$ cat config.mk
export PLATFORM = sky130hd
export DESIGN_NAME = run_supervisor
export DESIGN_NICKNAME = d
export VERILOG_FILES = /design/src/rtl/run_supervisor_pkg.sv /design/src/rtl/run_supervisor_chan_watchdog.sv /design/src/rtl/run_supervisor.sv
export SDC_FILE = /design/constraint.sdc
export NUM_CORES = 1
export LEC_CHECK = 0
export CORE_AREA = 8 8 168 170
export DETAILED_ROUTE_END_ITERATION = 12
export DIE_AREA = 0 0 176 178
export GPL_ROUTABILITY_DRIVEN = 0
export MAX_ROUTING_LAYER = met4
export PLACE_DENSITY_LB_ADDON = 0.1
export SLEW_MARGIN = 20
export SYNTH_ARGS = -nofsm -noshare
export SYNTH_HDL_FRONTEND = slang
export SYNTH_SLANG_ARGS = --single-unit
export TNS_END_PERCENT = 30
$ cat constraint.sdc
create_clock -name clock -period 4.4 [get_ports clock]
set_input_delay 0.88 -clock clock [delete_from_list [all_inputs] [get_ports clock]]
set_output_delay 0.88 -clock clock [all_outputs]
set_load 0.05 [all_outputs]
$ cat src/rtl/run_supervisor_pkg.sv
// Shared types for the run supervisor: state encoding reported on `status`
// and a helper that classifies the sticky end-of-run states.
package run_supervisor_pkg;

  typedef enum logic [2:0] {
    ST_HOLD    = 3'd0,
    ST_RUN     = 3'd1,
    ST_PASS    = 3'd2,
    ST_TIMEOUT = 3'd3,
    ST_STALL   = 3'd4
  } run_state_e;

  function automatic logic status_is_terminal(input run_state_e s);
    return (s == ST_PASS) || (s == ST_TIMEOUT) || (s == ST_STALL);
  endfunction

endpackage

$ cat src/rtl/run_supervisor_chan_watchdog.sv
// Per-channel monitor: sticky done bit, saturating idle counter and the
// stall condition for the current cycle.
module chan_watchdog #(
  parameter int STALL_W = 16
) (
  input  logic               clock,
  input  logic               reset,
  input  logic               run_en,
  input  logic [STALL_W-1:0] stall_limit,
  input  logic               progress,
  input  logic               done,
  output logic               done_eff,
  output logic               stall
);

  logic [STALL_W-1:0] idle_q, idle_d;
  logic               mask_q, mask_d;

  always_comb begin
    idle_d = idle_q;
    mask_d = mask_q;
    if (run_en) begin
      mask_d = mask_q | done;
      if (progress)
        idle_d = '0;
      else if (idle_q != '1)
        idle_d = idle_q + STALL_W'(1);
    end
  end

  // A channel that signals done this cycle is already exempt from stalling.
  always_comb begin
    done_eff = mask_q | done;
    stall    = run_en && (stall_limit != '0) && !done_eff && !progress &&
               (idle_q == stall_limit - STALL_W'(1));
  end

  always_ff @(posedge clock) begin
    if (!reset) begin
      idle_q <= '0;
      mask_q <= 1'b0;
    end else begin
      idle_q <= idle_d;
      mask_q <= mask_d;
    end
  end

endmodule

$ cat src/rtl/run_supervisor.sv
// Run controller: sequences DUT reset, counts run cycles against a budget and
// ends the run with a single finish pulse carrying a PASS/TIMEOUT/STALL verdict.
module run_supervisor
  import run_supervisor_pkg::*;
#(
  parameter int N_CH         = 4,
  parameter int CNT_W        = 64,
  parameter int STALL_W      = 16,
  parameter int RESET_CYCLES = 10,
  localparam int FAIL_W      = (N_CH > 1) ? $clog2(N_CH) : 1
) (
  input  logic               clock,
  input  logic               reset,
  input  logic [CNT_W-1:0]   max_cycles,
  input  logic [STALL_W-1:0] stall_limit,
  input  logic [N_CH-1:0]    progress,
  input  logic [N_CH-1:0]    done,
  output logic               dut_reset,
  output logic               running,
  output logic               dump_en,
  output logic               finish,
  output logic [2:0]         status,
  output logic [CNT_W-1:0]   cycle_count,
  output logic [FAIL_W-1:0]  fail_ch
);

  localparam int HOLD_W = (RESET_CYCLES > 1) ? $clog2(RESET_CYCLES) : 1;
  localparam logic [HOLD_W-1:0] HOLD_LAST = HOLD_W'(RESET_CYCLES - 1);

  run_state_e          state_q, state_d;
  logic [HOLD_W-1:0]   hold_q, hold_d;
  logic [CNT_W-1:0]    cycle_q, cycle_d;
  logic [FAIL_W-1:0]   fail_q, fail_d;
  logic                finish_q, finish_d;

  logic [N_CH-1:0]     done_eff;
  logic [N_CH-1:0]     stall_vec;
  logic [FAIL_W-1:0]   stall_idx;
  logic                run_en;
  logic                pass_hit, timeout_hit, stall_hit;

  assign run_en = (state_q == ST_RUN);

  for (genvar g = 0; g < N_CH; g++) begin : g_wd
    chan_watchdog #(.STALL_W(STALL_W)) u_wd (
      .clock       (clock),
      .reset       (reset),
      .run_en      (run_en),
      .stall_limit (stall_limit),
      .progress    (progress[g]),
      .done        (done[g]),
      .done_eff    (done_eff[g]),
      .stall       (stall_vec[g])
    );
  end

  always_comb begin
    pass_hit    = &done_eff;
    timeout_hit = (max_cycles != '0) && (cycle_q == max_cycles - CNT_W'(1));
    stall_hit   = |stall_vec;
    stall_idx   = '0;
    for (int i = N_CH - 1; i >= 0; i--) begin
      if (stall_vec[i]) stall_idx = FAIL_W'(i);
    end
  end

  always_ff @(posedge clock) begin
    if (!reset) state_q <= ST_HOLD;
    else        state_q <= state_d;
  end

  // Exit priority is PASS over TIMEOUT over STALL; terminal states are sticky.
  always_comb begin
    state_d = state_q;
    unique case (state_q)
      ST_HOLD: if (hold_q == HOLD_LAST) state_d = ST_RUN;
      ST_RUN: begin
        if (pass_hit)         state_d = ST_PASS;
        else if (timeout_hit) state_d = ST_TIMEOUT;
        else if (stall_hit)   state_d = ST_STALL;
      end
      default: state_d = state_q;
    endcase
  end

  always_comb begin
    dut_reset = (state_q == ST_HOLD);
    running   = (state_q == ST_RUN);
    dump_en   = (state_q == ST_RUN);
    status    = state_q;
  end

  always_comb begin
    hold_d = hold_q;
    if (state_q == ST_HOLD && hold_q != HOLD_LAST) hold_d = hold_q + HOLD_W'(1);
    cycle_d = cycle_q;
    if (run_en && cycle_q != '1) cycle_d = cycle_q + CNT_W'(1);
    fail_d = fail_q;
    if (run_en && state_d == ST_STALL) fail_d = stall_idx;
    finish_d = status_is_terminal(state_d) && !status_is_terminal(state_q);
  end

  always_ff @(posedge clock) begin
    if (!reset) begin
      hold_q   <= '0;
      cycle_q  <= '0;
      fail_q   <= '0;
      finish_q <= 1'b0;
    end else begin
      hold_q   <= hold_d;
      cycle_q  <= cycle_d;
      fail_q   <= fail_d;
      finish_q <= finish_d;
    end
  end

  assign finish      = finish_q;
  assign cycle_count = cycle_q;
  assign fail_ch     = fail_q;

endmodule

### PDN straps and rails, run 1

The bar under the picture is 50 um long. Pins as bars on the die edge.
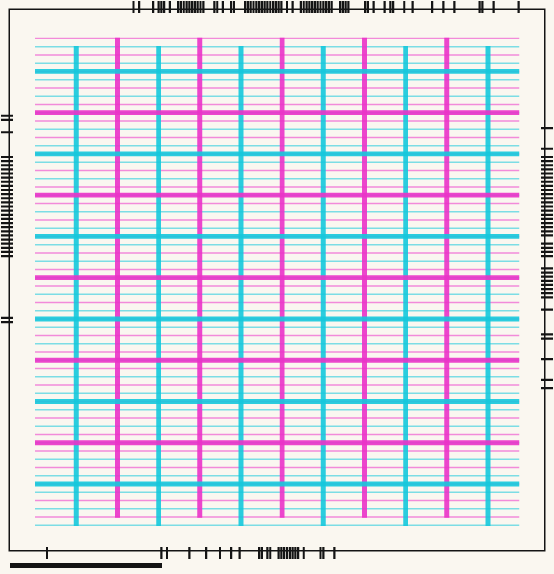
- VSS: cyan
- VDD: magenta
- met1 rails: 60
- rows: 59
- met5 straps: 11
Core ar.: 25600 um2
DIE HEIGHT: 178 um

### Routed metal, one color a layer, run 1

The bar under the picture is 50 um long. Two of the layers only.
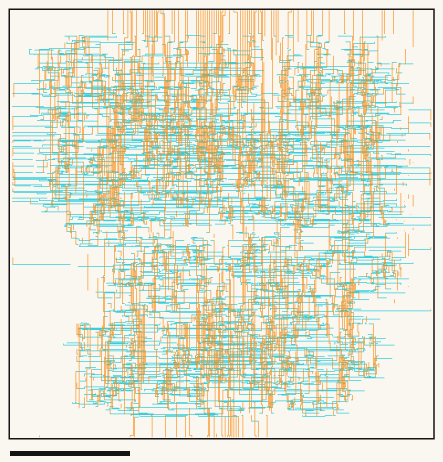
- metal 2: orange (wire length 15100 um)
- metal 1: cyan (wire length 17300 um)
wire per inst: 18.5 um
final wirelength: 35000 um

==> flow_metrics.py, run 1 <==
# Physical implementation metrics
metrics = {
    "outcome": {
        "run_status": "complete, no violations",
    },
    "power_and_ir_drop": {
        "power_mw": 3.20,
        "pwr-share-seq": 0.403,
        "pg_comb_uw": 406,
        "clockPowerShare": 0.470,
        "power_frac_comb": 0.127,
        "peakVddDrop_v": 0.000241,
        "power.share.switching": 0.281,
        "switching_power_uw": 898,
        "leakage_nw": 5.26,
        "power_leader": "clock",
        "p_per_area_nw_per_um2": 231,
    },
    "placement": {
        "port_buffers": 162,
        "dp_hpwl_um": 27200,
        "post-place-cells": 1855,
        "placed_cell_area_um2": 13000,
    },
    "setup_path": {
        "crit_start": "max_cycles[16]",
        "critPathTopFamily": "simple AND/OR/NAND/NOR gates",
        "slowest_stage": "or4_1",
        "crit_top_cell": "or4_4",
        "start_kind": "input pin",
        "critPathMaxStageDelay_ns": 0.68,
        "crit_chain": "clkdlybuf4s50_1 > or4_1 > or4_4 > nor3_4 > nor4b_4 > xnor2_1 > nand4_1 > or4b_1 > or4_4 > and3_4 > o221a_1",
        "cp.arrival_ns": 4.69,
        "cp.required_ns": 4.72,
        "crit_buf_inv": 1,
        "critical_path_class": "input pin to register",
        "r2r-start": "cycle_count[38]",
    },
    "synthesis": {
        "synthTopCellsByCount": "152 x xnor2_1, 142 x dfxtp_1, 113 x nor2_1, 105 x xor2_1, 99 x nand2_1",
        "ys_seq_frac": 0.283,
        "topCombFamilyByArea": "simple AND/OR/NAND/NOR gates",
        "edf_count": 0,
        "yosys_warnings": 0,
        "yosysMostFrequentCell": "xnor2_1",
        "async_flop_share": 0,
        "ys_sh_aoi": 0.104,
        "netlist.area_leader.share": 0.283,
        "avgSynthCellArea_um2": 7.96,
        "synth_adder_area_share": 0.0124,
        "ys.flop_type": "dfxtp_1",
        "ys_cells": 1263,
        "area_leaders": "dfxtp_1 28%, xnor2_1 13%, xor2_1 9.1%",
        "netlist_area_um2": 10100,
        "xor_area_frac": 0.224,
        "ys_ff": 142,
    },
    "layout": {
        "flop_area_um2": 2840,
        "flops": 142,
        "seq_share": 0.206,
        "final_util": 0.540,
        "nNonClkBuffers": 307,
        "diodes": 0,
        "n_all_inverters": 25,
        "comb_share": 0.513,
        "lay_top_count": "xnor2_1",
        "fin_cells": 1893,
        "final_layout_size_suffix_gt1_frac": 0.144,
        "nets": 1645,
        "biggestCellCategory": "combinational gates",
        "nFillCells": 2403,
        "clock_buffers": 17,
        "syn_to_final_growth_pct": 37.5,
        "fin_area_um2": 13800,
        "comb_area_um2": 7100,
        "buf_share": 0.201,
    },
    "sta": {
        "worstMarginPinSlew_ns": 0.932,
        "min_period_ns": 4.37,
        "tns_ns": 0,
        "holdWs_ns": 0.522,
        "fin_crit_sh": 0.994,
        "finClkSkew_ns": 0.0175,
        "slew_violations": 0,
        "hold_viol_final": 0,
        "slew_headroom": 0.374,
        "fmax_ghz": 0.229,
        "postLayoutSetupSlackWorst_ns": 0.0252,
    },
    "grt": {
        "grt_pass1_wl_um": 54000,
        "grt_use_total": 0.223,
        "grt_start_max_net_pins": 53,
        "antenna_found_initial": 0,
        "grt_overflow": 0,
    },
    "cts": {
        "clk_pin_slew_ns": 0.07,
        "insertion_delay_ns": 0.44,
        "h-tree-depth": 4,
        "cts_buffers": 17,
        "cts_root_buf": "clkbuf_16",
    },
    "die": {
        "core_util_floorplan": 0.393,
        "die_x_um": 176,
        "ios": 163,
    },
    "flow_run": {
        "drv_cap": 0,
    },
    "routing": {
        "dr.pass1.iters": 5,
    },
}
### Met2 routing, run 1

The bar under the picture is 50 um long.
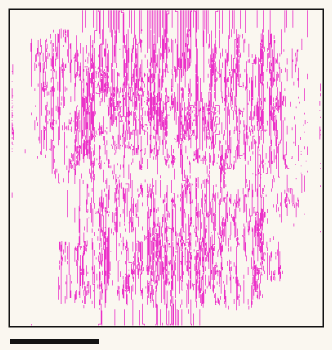
- wire length on this layer: 15100 um
- nets with wire on the layer: 1380
- longest straight run: 67.7 um
- share of all routed wire: 43%
- main direction: vertical
vias: 10300
met2 Use GR: 0.323

### Metal 3, run 1

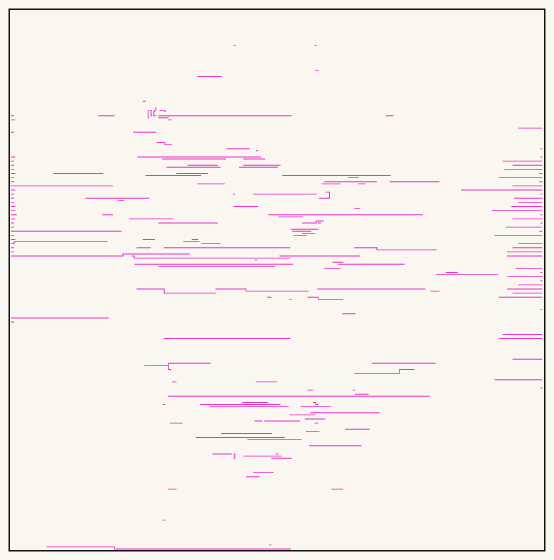
- main direction: horizontal
- share of all routed wire: 5.9%
met3 usage: 0.0402

## run 1: layer usage
layer | vias up | wire, um | global-route usage
met2 | 291 | 15100 | 0.323
met5 | - | 0 | -
met3 | 32 | 2060 | 0.0402
met4 | 0 | 564 | 0.0629
met1 | 4918 | 17300 | 0.311
li1 | 5083 | - | -
## run 1: path summary, 6_finish.rpt
kind | end | depth (start not counted) | slack (ns)
worst min register to register | g_wd[2].u_wd.idle_q[1] | 2 | 0.52
worst max-delay path | fail_ch[0] | 11 | 0.03
worst min-delay path | g_wd[2].u_wd.idle_q[1] | 2 | 0.52
worst max register to register | cycle_count[15] | 10 | 0.81
## run 1: timing repair
item	CTS	global route
setup buffers	0	6
hold buffers	0	0
pin swaps	0	23
endpoints found under the setup margin	6	6
gates resized	6	52
gates cloned	0	0
==> run 2, diff against run 1 <==
- RECOVER_POWER: default -> 100
### The clock network, run 2

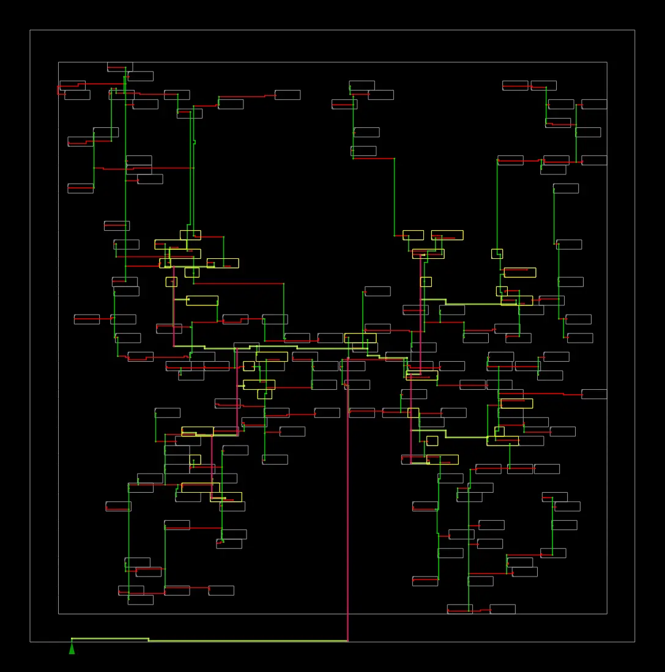
total clock network power: 1.51 mW
Flops: 142

==> run 2 against run 1 <==
Compared with the run above:
- the flow now finishes with violations (capacitance limit, slew limit)
- via count about the same
- register-to-register slack got worse by 0.33 ns
- wire length is essentially flat
- cell area is essentially flat
- setup slack better by 0.032 ns
- final cell count stayed put
- highest routed layer unchanged
==> flow_metrics.py, run 2 <==
# Physical implementation metrics
metrics = {
    "layout": {
        "fin_area_um2": 13800,
        "nFillCells": 2405,
        "comb_share": 0.514,
        "comb_area_um2": 7100,
        "flop_area_um2": 2840,
        "diodes": 0,
        "final_util": 0.539,
        "buf_share": 0.200,
        "biggestCellCategory": "combinational gates",
        "syn_to_final_growth_pct": 37.4,
        "n_all_inverters": 25,
        "nNonClkBuffers": 307,
        "clkCellAreaFrac": 0.0432,
        "lay_top_count": "xnor2_1",
        "seq_share": 0.206,
        "nets": 1645,
        "clock_buffers": 17,
    },
    "power_and_ir_drop": {
        "power_frac_comb": 0.127,
        "clockPowerShare": 0.470,
        "switching_power_uw": 903,
        "peakVddDrop_v": 0.000244,
        "leakage_nw": 5.46,
        "pwr-share-seq": 0.403,
        "power_leader": "clock",
        "power.share.switching": 0.282,
        "power_mw": 3.20,
        "p_per_area_nw_per_um2": 232,
    },
    "die": {
        "die_x_um": 176,
        "chipArea_um2": 31300,
        "core_util_floorplan": 0.393,
        "fp.dieH_um": 178,
        "coreArea_um2": 25600,
        "ios": 163,
    },
    "synthesis": {
        "synth_adder_area_share": 0.0124,
        "yosys_warnings": 0,
        "yosysMostFrequentCell": "xnor2_1",
        "ys_seq_frac": 0.283,
        "ys.flop_type": "dfxtp_1",
        "synthTopCellsByCount": "152 x xnor2_1, 142 x dfxtp_1, 113 x nor2_1, 105 x xor2_1, 99 x nand2_1",
        "netlist_area_um2": 10100,
        "ys_sh_aoi": 0.104,
        "netlist.area_leader.share": 0.283,
        "ys_ff": 142,
        "async_flop_share": 0,
        "edf_count": 0,
        "area_leaders": "dfxtp_1 28%, xnor2_1 13%, xor2_1 9.1%",
        "xor_area_frac": 0.224,
        "mux_share": 0.00833,
        "topCombFamilyByArea": "simple AND/OR/NAND/NOR gates",
    },
    "sta": {
        "tns_ns": 0,
        "holdWs_ns": 0.528,
        "min_period_ns": 4.34,
        "hold_viol_final": 0,
        "postLayoutSetupSlackWorst_ns": 0.0567,
        "fin_crit_sh": 0.987,
        "worstMarginPinSlew_ns": 2.30,
        "slew_violations": 53,
        "fmax_ghz": 0.230,
        "slew_headroom": -0.530,
    },
    "placement": {
        "post-place-cells": 1855,
        "placed_cell_area_um2": 13000,
        "dp_hpwl_um": 27200,
        "port_buffers": 162,
    },
    "setup_path": {
        "crit_start": "max_cycles[16]",
        "crit_chain": "clkdlybuf4s50_1 > or4_1 > or4_4 > nor3_4 > nor4b_4 > xnor2_1 > nand4_1 > or4b_1 > or4_4 > and3_4 > o221a_1",
        "critPathMaxStageDelay_ns": 0.68,
        "r2r-start": "cycle_count[38]",
        "reg2regPathDepth": 11,
        "start_kind": "input pin",
        "cp.required_ns": 4.72,
        "endpoint": "fail_ch[0]",
        "r2r_setup_slack_ns": 0.48,
        "slowest_stage": "or4_1",
        "critical_path_class": "input pin to register",
        "r2r_end": "cycle_count[59]",
        "cp.arrival_ns": 4.67,
    },
    "grt": {
        "grt_start_max_net_pins": 53,
        "top_usage_layer": "met2",
        "grtUsageMet2": 0.323,
        "antenna_found_initial": 1,
        "grtUsageMet1": 0.311,
        "use_met3": 0.0402,
        "grt_overflow": 0,
        "grt_use_total": 0.223,
    },
    "cts": {
        "cts_root_buf": "clkbuf_16",
        "insertion_delay_ns": 0.44,
        "cts_buffers": 17,
        "ctsHoldBuffers": 0,
        "h-tree-depth": 4,
    },
    "routing": {
        "highest_layer": "met4",
        "wl_met3_um": 2070,
        "wl_met2_um": 15100,
        "wire_per_inst_um": 18.5,
        "dr.pass1.iters": 7,
    },
    "outcome": {
        "violations": "capacitance limit, slew limit",
        "run_status": "finished, violations left",
    },
    "flow_run": {
        "drv_cap": 1,
    },
    "worst_hold_path": {
        "hold_depth": 2,
        "whs_endpoint": "g_wd[3].u_wd.idle_q[11]",
    },
}
### Metal 3, run 2

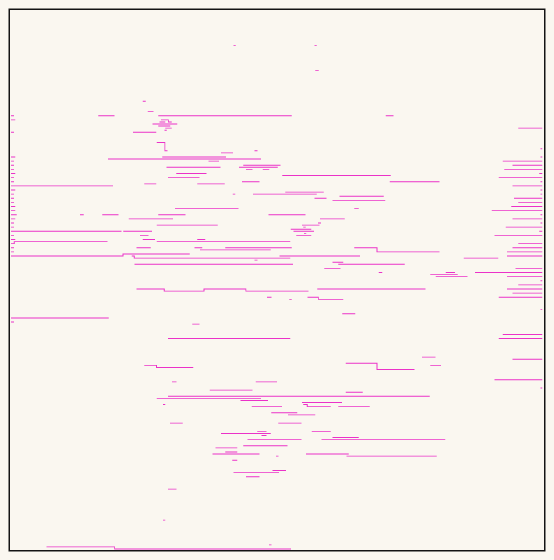
- longest straight run: 86.0 um
- wire length on this layer: 2070 um
- main direction: horizontal
- share of all routed wire: 5.9%
- nets with wire on the layer: 160
vias: 10300
final wirelength: 35100 um

run 2: cell counts after synthesis:
No cell type changed its count.
run 2: logic make-up (layout without fill, tap and decap cells):
group / count (synthesis) / after routing
AND/OR/NAND/NOR: 618 / 618
buffers and inverters: 69 / 364
adder cells (fa/ha/maj): 10 / 10
AND-OR/OR-AND: 159 / 159
flip-flops: 142 / 142
multiplexers: 8 / 8
XOR/XNOR: 257 / 257
run 2: critical path, delay by kind of cell:
family                    cells  cell delay [ns]
xor gates and xnor gates      1             0.18
AOI/OAI and AO/OA             1             0.21
buffers and inverters         1             0.44
and+or+nand+nor               8             2.94
run 2: timing repair:
item                                    4_1_cts  5_1_grt
resized                                       6       52
setup buffers                                 0        6
pin swaps                                     0       23
endpoints found under the setup margin        6        6
endpoints found under the hold margin         0        0
Power figures rest on the tool's default switching activity, not on a simulated workload.
